Figure 1. Ports around the boundary (run 1).
(12 px per µm) Pins as bars across the die edge, other pins in grey.
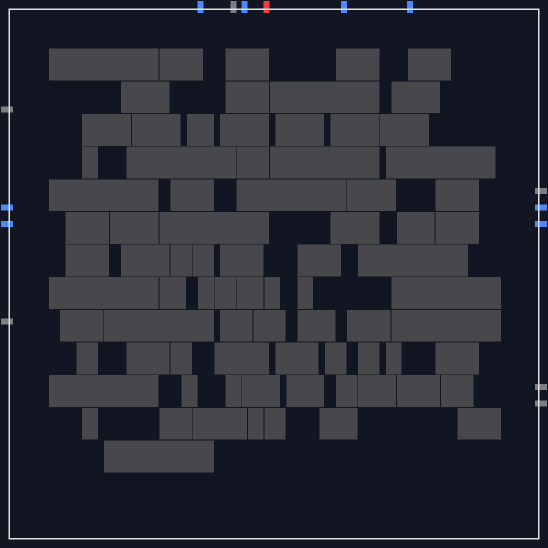
Figure 2. Wiring by layer (run 1).
(8 px per µm) Only two layers are drawn.
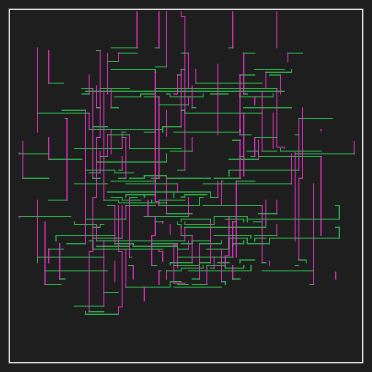
Figure 3. Floorplan with the power grid (run 1).
(12 px per µm) Pins as bars on the die edge. Tap cells in grey.
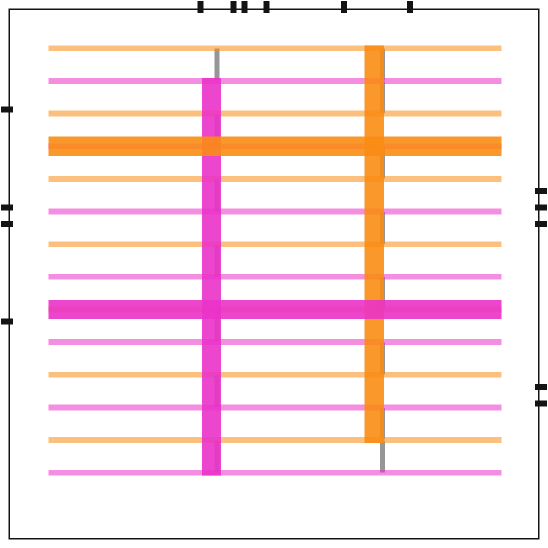
## src/rtl/piso_serial_tx.sv

```systemverilog
// Parallel-in, serial-out transmitter: valid/ready word capture, one bit per clock
// on registered sd/sd_valid/last, optional trailing even-parity bit, gap-free back-to-back frames.
module piso_serial_tx #(
  parameter int unsigned WIDTH     = 8,
  parameter int unsigned MSB_FIRST = 1,
  parameter int unsigned PARITY_EN = 0
) (
  input  logic             clk,
  input  logic             rst,
  input  logic             in_valid,
  input  logic [WIDTH-1:0] in_data,
  output logic             in_ready,
  output logic             sd,
  output logic             sd_valid,
  output logic             last
);

  localparam int unsigned N  = WIDTH + PARITY_EN;
  localparam int unsigned CW = $clog2(N + 1);
  localparam logic [CW-1:0] LAST_IDX = CW'(N - 1);
  localparam logic [CW-1:0] PAR_IDX  = CW'(WIDTH);

  typedef enum logic {
    IDLE  = 1'b0,
    SHIFT = 1'b1
  } state_t;

  state_t           state;
  logic [CW-1:0]    cnt;
  logic [WIDTH-1:0] shreg;
  logic             par;

  logic             at_last;
  logic             ready_int;
  logic             accept;
  logic [CW-1:0]    cnt_next;

  // Bit selection and shift direction follow the configured transmit order.
  function automatic logic head(input logic [WIDTH-1:0] w);
    return (MSB_FIRST != 0) ? w[WIDTH-1] : w[0];
  endfunction

  function automatic logic [WIDTH-1:0] advance(input logic [WIDTH-1:0] w);
    return (MSB_FIRST != 0) ? (w << 1) : (w >> 1);
  endfunction

  // Ready while idle or while the final bit is on the line, so frames can abut.
  assign at_last   = (state == SHIFT) && (cnt == LAST_IDX);
  assign ready_int = (state == IDLE) || at_last;
  assign in_ready  = rst & ready_int;
  assign accept    = in_valid & ready_int;
  assign cnt_next  = cnt + CW'(1);

  // shreg holds the bits still to be sent, so its head is always the next data bit.
  always_ff @(posedge clk or negedge rst) begin
    if (!rst) begin
      state    <= IDLE;
      cnt      <= '0;
      shreg    <= '0;
      par      <= 1'b0;
      sd       <= 1'b0;
      sd_valid <= 1'b0;
      last     <= 1'b0;
    end else if (accept) begin
      state    <= SHIFT;
      cnt      <= '0;
      shreg    <= advance(in_data);
      par      <= ^in_data;
      sd       <= head(in_data);
      sd_valid <= 1'b1;
      last     <= 1'b0;
    end else if (state == SHIFT) begin
      if (at_last) begin
        state    <= IDLE;
        cnt      <= '0;
        sd       <= 1'b0;
        sd_valid <= 1'b0;
        last     <= 1'b0;
      end else begin
        cnt      <= cnt_next;
        shreg    <= advance(shreg);
        sd       <= ((PARITY_EN != 0) && (cnt_next == PAR_IDX)) ? par : head(shreg);
        sd_valid <= 1'b1;
        last     <= (cnt_next == LAST_IDX);
      end
    end
  end

endmodule

```

## config.mk

```make
export PLATFORM = sky130hd
export DESIGN_NAME = piso_serial_tx
export DESIGN_NICKNAME = d
export VERILOG_FILES = /design/src/rtl/piso_serial_tx.sv
export SDC_FILE = /design/constraint.sdc
export NUM_CORES = 1
export LEC_CHECK = 0
export CORE_MARGIN = 3
export CORE_UTILIZATION = 52
export DETAILED_ROUTE_END_ITERATION = 12
export PLACE_DENSITY = 0.76
export SLEW_MARGIN = 20
export SYNTH_ARGS = -nofsm -noshare
export SYNTH_HDL_FRONTEND = slang
export SYNTH_SLANG_ARGS = --single-unit
export TNS_END_PERCENT = 50
```

## constraint.sdc

```tcl
create_clock -name clk -period 3.55 [get_ports clk]
set_input_delay 0.355 -clock clk [delete_from_list [all_inputs] [get_ports clk]]
set_output_delay 0.355 -clock clk [all_outputs]
set_load 0.01 [all_outputs]
```

==> out/qor.csv, run 1 <==
stage,metric,value,unit
outcome,status,completed,
yosys,top_area_cell,dfrtp_1,
yosys,ys_cells,63,
drt,drtIter0Drc,15,
layout,syn2layout_area_growth,24.17,%
yosys,syn-cell-area,750.7,µm²
grt,grt_max_degree,17,
cts,cts_max_level,1,
yosys,ys_seq_share,50.00,%
layout,regMostFlops,shreg,
drt,wl_met1,635,µm
floorplanning,ios,15,
cts,clock_latency,0.28,ns
cts,holdBufCountCts,0,
worst_setup_path,crit_start,cnt[0],
layout,mi_logic_area,347.8,µm²
power,power.switching,0.2241,mW
sta,slew_viol_final,0,
sta,fin_crit,2.449,ns
grt,use_met3,4.149,%
grt,antenna_found_initial,0,
run,log.warning_count,27,
power,pg_comb,0.263,mW
worst_setup_path,crit_path_end_kind,output pin,
layout,drive_above_1_share,25.00,%
placement,pre_cts_slack,1.418,ns
worst_setup_path,cp-endpoint,in_ready,
yosys,ys_ff,15,
drt,maxUsedRoutingLayer,met4,
run,maxCapViolCount,0,
power,p_clk,0.0975,mW
min_path,hold_path_class,primary input to async pin,
power,pwr-share-comb,40.0,%
yosys,synthTopLogicFamily,multiplexers,
worst_setup_path,r2r_start,cnt[0],
power,intPower,0.4351,mW
layout,lay_top_cells,"dfrtp_1, clkdlybuf4s50_1, mux2_2",
sta,clock_skew,0.002954,ns
sta,worst_pin_slew,0.4877,ns
yosys,synthTopCellsByCount,"dfrtp_1, mux2_2, inv_1, nand2_1",
worst_setup_path,cp.arrival,2.09,ns
grt,grt_pass1_wl,2.208,mm
power,p_leak,0.4347,nW
floorplanning,core.rowCount,13,
grt,grt_pass1_vias,513,
sta,setup_viol,0,
floorplanning,die_area,0.001936,mm²
yosys,flop_cell,dfrtp_1,
cts,clock-root-buffer,clkbuf_4,
worst_setup_path,cpMaxStageDelayCell,clkdlybuf4s50_1,
grt,grt_busiest_layer,met1,
floorplanning,fp_util,56.29,%
yosys,async_reset_ff_share,100.0,%
sta,relSlewSlack,67.39,%
yosys,yosys_warnings,0,
worst_setup_path,crit_family,simple AND/OR/NAND/NOR gates,
cts,path_clk_slew,0.09,ns
power,power_density,707.2,mW/mm²
yosys,synth_nets,76,
sta,final.setup.tns,0,ns
cts,numCtsBuffers,3,
yosys,xor_share,2.333,%
layout,nets,94,
power,seqPwrFrac,45.3,%
layout,regArea,375.4,µm²
drt,postRouteAntennaNets,0,
sta,period_used_share,68.98,%
cts,cts_resized,0,
yosys,ys_sh_aoi,9.167,%
worst_setup_path,start_kind,flop,
cts,cts_buffer_depth,2,
cts,cts_tree,done,
power,power_frac_clock,14.8,%
drt,drt-total-wl,1.266,mm
cts,postCtsSetupBuffers,0,
drt,dr_wl_met3,58,µm
drt,routedWlPerCell,13.33,µm
yosys,ys_types,24,
cts,clock_sinks,15,
sta,max_freq,0.4083,GHz
worst_setup_path,path_cells,"ha_1, nand3b_1, nand2_2, and2_1, clkdlybuf4s50_1",
yosys,ys_sh_mux,20.67,%
worst_setup_path,critPathMaxFanout,10,
layout,fill_cells,102,
drt,wl_met2,542,µm
grt,grtUsageTotal,16.05,%
yosys,yosys_area,750.7,µm²
worst_setup_path,path_depth,5,
layout,diodes,0,
worst_setup_path,rrSetupSlack,1.98,ns
power,pg_seq,0.298,mW
grt,grt_overflow_total,0,
yosys,synth.most_common_cell,dfrtp_1,
drt,vias,518,
worst_setup_path,slowest_delay,0.54,ns
worst_setup_path,r2r-end,shreg[6],
yosys,adder_share,3.333,%
worst_setup_path,cp_num_buf_inv,1,
drt,drt-pass1-iter-count,4,
yosys,synthSimpleGateAreaFrac,10.83,%
yosys,avgSynthCellArea,11.92,µm²
worst_setup_path,crit_type,flop to output pin,
grt,grt.met2_usage,21.22,%
drt,route.detailed.drc,0,
sta,grt_setup_unrepaired,false,
power,top_power_group,sequential cells,
placement,dp_hpwl,941.9,µm
yosys,netlist_instances,63,
grt,met1_usage,22.69,%
sta,finalHoldViolCount,0,
yosys,top_cell_area_share,50.00,%
yosys,topCellsByArea,"dfrtp_1, mux2_2, ha_1",
layout,largest_reg_flops,7,
worst_setup_path,worstRegToRegCells,4,
worst_setup_path,critPathRequiredTime,3.19,ns
layout,final_common_cell,dfrtp_1,
power,swShare,33.99,%
layout,largestRegisters,"shreg (7), cnt (4)",
sta,layout_setup_ws,1.101,ns
drt,vias_per_cell,5.453,
yosys,edf_count,0,
placement,place_congestion,0.6991,
-- Figure 1 (at the start) --
[`in_data`] blue | pins: 8 | direction: input | edge: 4 north, 2 west, 2 east
[`in_ready`] red | pins: 1 | direction: output | edge: north
all pins by edge: 6 north, 5 east, 4 west
I/O Buffers: 14
die y size: 44.00 µm
die width: 44.00 µm

-- Figure 2 (at the start) --
[M1] green | wire length: 635 µm
[M2] magenta | wire length: 542 µm

-- Figure 3 (at the start) --
[VSS] magenta
[VDD] orange
met5 straps: 2
tap cells: 15
met1 rails: 14
Worst VDD drop: 0.0005404 V
core footprint: 0.001334 mm²

## run 1: stage by stage
stage / cell area, µm² / hold WS, ns / total power [mW] / util, % / std cells
floorplan: 750.7 / 0.05941 / 0.4826 / - / 63
global placement: 904.6 / 0.4820 / 0.5593 / 67.82 / 91
detailed placement: 904.6 / 0.4900 / 0.5668 / 67.82 / 91
CTS: 932.1 / 0.3723 / 0.6667 / 69.89 / 95
global route: 932.1 / 0.3852 / 0.7086 / 69.89 / 95
finish: 932.1 / 0.3686 / 0.6592 / 69.89 / 95
## run 1: final cells by class
cell class,count,share of cell area [%]
Sequential cell,15,40.27
Clock buffer,3,2.416
Multi-Input combinational cell,42,37.32
Clock inverter,1,0.5369
Inverter,4,1.611
Tap cell,15,2.013
Timing Repair Buffer,15,15.84
==> run 2, diff against run 1 <==
CORE_UTILIZATION = 48   (was 52)
PLACE_DENSITY = 0.71   (was 0.76)
clock period = 2.35 ns   (was 3.55 ns; I/O delays follow)
Figure 4. Wiring by layer (run 2).
(8 px per µm) Only two layers are drawn.
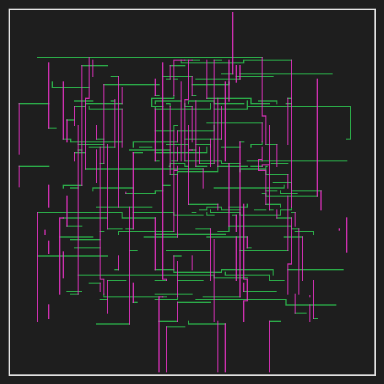
[M1] green | wire length: 637 µm
[M2] magenta | wire length: 664 µm
total global-route track usage: 16.31%
Routed WL per cell: 14.09 µm
Routed WL: 1.367 mm
vias post-DR: 518

==> out/qor.csv, run 2 <==
stage,metric,value,unit
floorplanning,core.rowCount,13,
layout,design.seq.count,15,
layout,lay_top_cells,"dfrtp_1, clkdlybuf4s50_1, mux2_2",
power,pwr-share-comb,40.7,%
drt,drt-pass1-iter-count,3,
yosys,yosys_area,750.7,µm²
worst_setup_path,start_kind,flop,
layout,regArea,375.4,µm²
power,power_frac_clock,14.6,%
sta,worst_pin_slew,0.5091,ns
yosys,synthTopCellsByCount,"dfrtp_1, mux2_2, inv_1, nand2_1",
worst_setup_path,r2r_start,cnt[1],
sta,period_used_share,94.06,%
sta,grt_setup_unrepaired,false,
sta,clock_skew,0.0008177,ns
power,power_density,1063,mW/mm²
power,p_clk,0.148,mW
outcome,status,completed,
placement,dp_cells,91,
power,pg_comb,0.413,mW
yosys,syn-cell-area,750.7,µm²
drt,drtIter0Drc,3,
floorplanning,die_area,0.002074,mm²
worst_setup_path,critPathRequiredTime,2.12,ns
cts,postCtsSetupBuffers,0,
grt,grt_max_degree,16,
grt,use_met3,2.372,%
power,pg_seq,0.453,mW
cts,holdBufCountCts,0,
grt,met1_usage,21.21,%
drt,dr_wl_met3,53,µm
floorplanning,fp.dieW,45.55,µm
layout,clk_share,2.756,%
cts,cts_resized,0,
layout,n_clock_buffer,4,
floorplanning,fp_util,54.30,%
power,intPower,0.6739,mW
sta,finalHoldViolCount,0,
yosys,yosys_warnings,0,
worst_setup_path,cp.arrival,1.98,ns
yosys,flop_cell,dfrtp_1,
layout,regMostFlops,shreg,
yosys,avgSynthCellArea,11.92,µm²
yosys,netlist_instances,63,
layout,comb-cell-share,37.27,%
worst_setup_path,path_depth,5,
grt,grt_overflow_total,0,
drt,route.detailed.drc,0,
layout,final_common_cell,dfrtp_1,
grt,grt_pass1_wl,2.332,mm
min_path,hold_path_class,primary input to async pin,
cts,cts_max_level,1,
layout,fin_cells,97,
placement,io_buffer_count,14,
layout,drive_above_1_share,26.83,%
cts,clock-root-buffer,clkbuf_4,
yosys,synth_nets,76,
layout,largest_reg_flops,7,
run,maxCapViolCount,0,
worst_setup_path,crit_type,flop to output pin,
drt,vias_per_cell,5.340,
cts,numCtsBuffers,3,
layout,buffers,17,
grt,grt.met2_usage,25.07,%
power,power,1.013,mW
-- run 2: cell counts after synthesis --
Identical to the previous run, type by type.
-- run 2: logic make-up after synthesis --
kind of cell             count (synthesis)  synth area share [%]
AND-OR/OR-AND                           10                 9.167
AND/OR/NAND/NOR                         14                 10.83
buffers and inverters                    6                 3.666
adder cells (fa/ha/maj)                  2                 3.333
flip-flops                              15                 50.00
XOR/XNOR                                 2                 2.334
multiplexers                            14                 20.67
-- run 2: per-stage QoR --
step | util, % | worst slack, ns | hold slack (ns)
3_5_place_dp | 65.43 | 0.3274 | 0.4953
5_1_grt | 68.96 | 0.0004596 | 0.3210
4_1_cts | 67.33 | 0.002463 | 0.3008
6_report | 68.96 | 0.1395 | 0.3029
3_3_place_gp | 65.43 | 0.4059 | 0.4904
2_1_floorplan | - | 0.9425 | -0.06059
==> run 3, diff against run 2 <==
TNS_END_PERCENT = unset   (was 50)
Figure 5. Placement view (run 3).
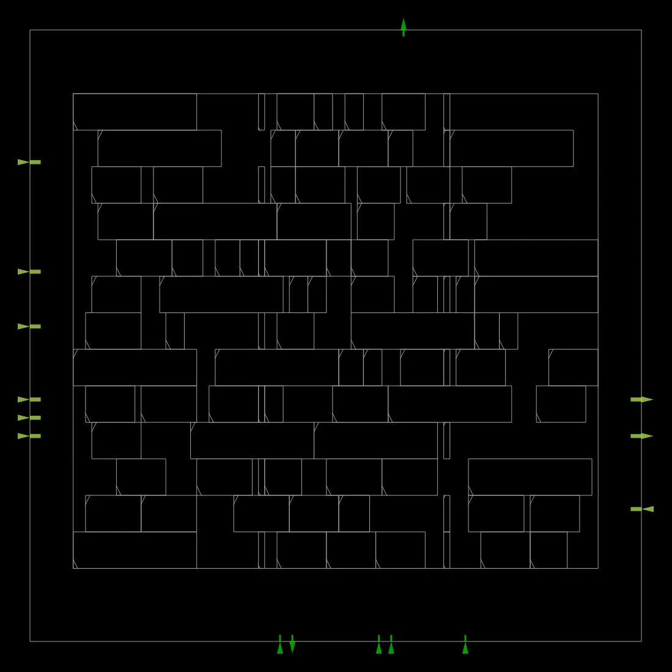
final std cells w/o fill: 97
tapcells inserted: 15

==> out/qor.csv, run 3 <==
stage,metric,value,unit
outcome,status,completed,
min_path,hold_path_class,primary input to async pin,
yosys,async_reset_ff_share,100.0,%
yosys,ys_cells,63,
grt,antenna_found_initial,0,
floorplanning,core,0.001383,mm²
yosys,flop_cell,dfrtp_1,
cts,clock_sinks,15,
layout,mi_logic_area,355.3,µm²
layout,design.seq.count,15,
sta,relSlewSlack,65.96,%
drt,vias,518,
layout,largestRegisters,"shreg (7), cnt (4)",
sta,finalHoldViolCount,0,
drt,vias_per_cell,5.340,
drt,drt-pass1-iter-count,3,
floorplanning,ios,15,
cts,cts_tree,done,
sta,layout_setup_ws,0.1395,ns
drt,postRouteAntennaNets,0,
floorplanning,die.size.y,45.55,µm
worst_setup_path,cp.arrival,1.98,ns
layout,regMostFlops,shreg,
sta,final.setup.tns,0,ns
sta,hold_slack,0.3029,ns
layout,final_common_cell,dfrtp_1,
placement,pre_cts_slack,0.3274,ns
yosys,ys_ff,15,
layout,clk_share,2.756,%
grt,grtUsageTotal,16.31,%
grt,grt_max_degree,16,
worst_setup_path,path_cells,"ha_2, nand3b_1, nand2_4, and2_1, clkdlybuf4s50_1",
sta,fin_crit,2.210,ns
run,log.warning_count,27,
drt,route.detailed.drc,0,
floorplanning,core.rowCount,13,
placement,postPlaceCellArea,904.6,µm²
cts,cts_resized,0,
floorplanning,fp_util,54.30,%
worst_setup_path,crit_path_end_kind,output pin,
layout,regArea,375.4,µm²
worst_setup_path,cpMaxStageDelayCell,clkdlybuf4s50_1,
sta,grt_setup_unrepaired,false,
drt,drt-total-wl,1.367,mm
yosys,xor_share,2.333,%
cts,cts_buffer_depth,2,
layout,seq_share,39.37,%
cts,clock_latency,0.28,ns
cts,path_clk_slew,0.09,ns
layout,inverters,4,
layout,n_clock_buffer,4,
floorplanning,die_area,0.002074,mm²
worst_setup_path,r2r_start,cnt[1],
yosys,ys_seq_share,50.00,%
worst_setup_path,crit_start,cnt[1],
cts,holdBufCountCts,0,
placement,dp_hpwl,990.8,µm
power,power_density,1063,mW/mm²
yosys,yosys_area,750.7,µm²
power,power,1.013,mW
layout,num-multi-input-gates,42,
yosys,top_cell_area_share,50.00,%
worst_setup_path,cp_num_buf_inv,1,
layout,lay_top_cells,"dfrtp_1, clkdlybuf4s50_1, mux2_2",
yosys,synthTopLogicFamily,multiplexers,
yosys,ys_sh_aoi,9.167,%
cts,clock-root-buffer,clkbuf_4,
yosys,synthSimpleGateAreaFrac,10.83,%
sta,max_freq,0.4524,GHz
grt,grt_pass1_vias,519,
floorplanning,fp.dieW,45.55,µm
sta,period_used_share,94.06,%
layout,buffers,17,
cts,postCtsSetupBuffers,0,
sta,clock_skew,0.0008177,ns
yosys,top_area_cell,dfrtp_1,
power,vdd_drop_max,0.0005240,V
layout,fin_area,953.4,µm²
worst_setup_path,crit_family,buffers and inverters,
layout,drive_above_1_share,26.83,%
yosys,adder_share,3.333,%
yosys,ys_sh_mux,20.67,%
drt,drtIter0Drc,3,
cts,cts_max_level,1,
[run 3: cell counts after synthesis]
No cell type changed its count.
[run 3: final timing paths]
path,to,slack (ns),cells past startpoint
worst max-delay path,in_ready,0.14,5
worst min-delay path,shreg[7],0.30,2
worst max register to register,sd,0.78,5
worst min register to register,shreg[5],0.51,1
max in group asynchronous,shreg[2],1.88,2
min in group clk,shreg[5],0.51,1
[run 3: per-layer routing]
layer	vias up	track usage, %	wire length [µm]
li1	266	-	-
met1	239	21.21	636
met2	11	25.07	663
met3	2	2.372	53
met4	0	10.53	12
met5	-	0	0
[run 3: power breakdown]
group	internal, mW	switching [mW]	total (mW)
Sequential	0.357	0.0962	0.453
Clock	0.0658	0.0821	0.148
Combinational	0.251	0.161	0.413
Total	0.674	0.339	1.01

==> screenshots <==
The metal 2 layer.
(8 px per µm) Cells faint in the background.
Plate I
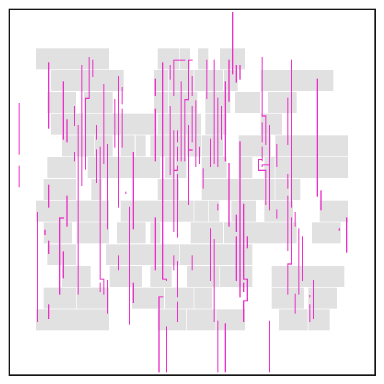
Plate II
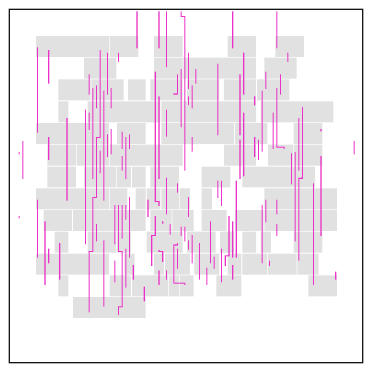
run 1 -> Plate II
run 3 -> Plate I

Power and IR drop assume default switching activity.
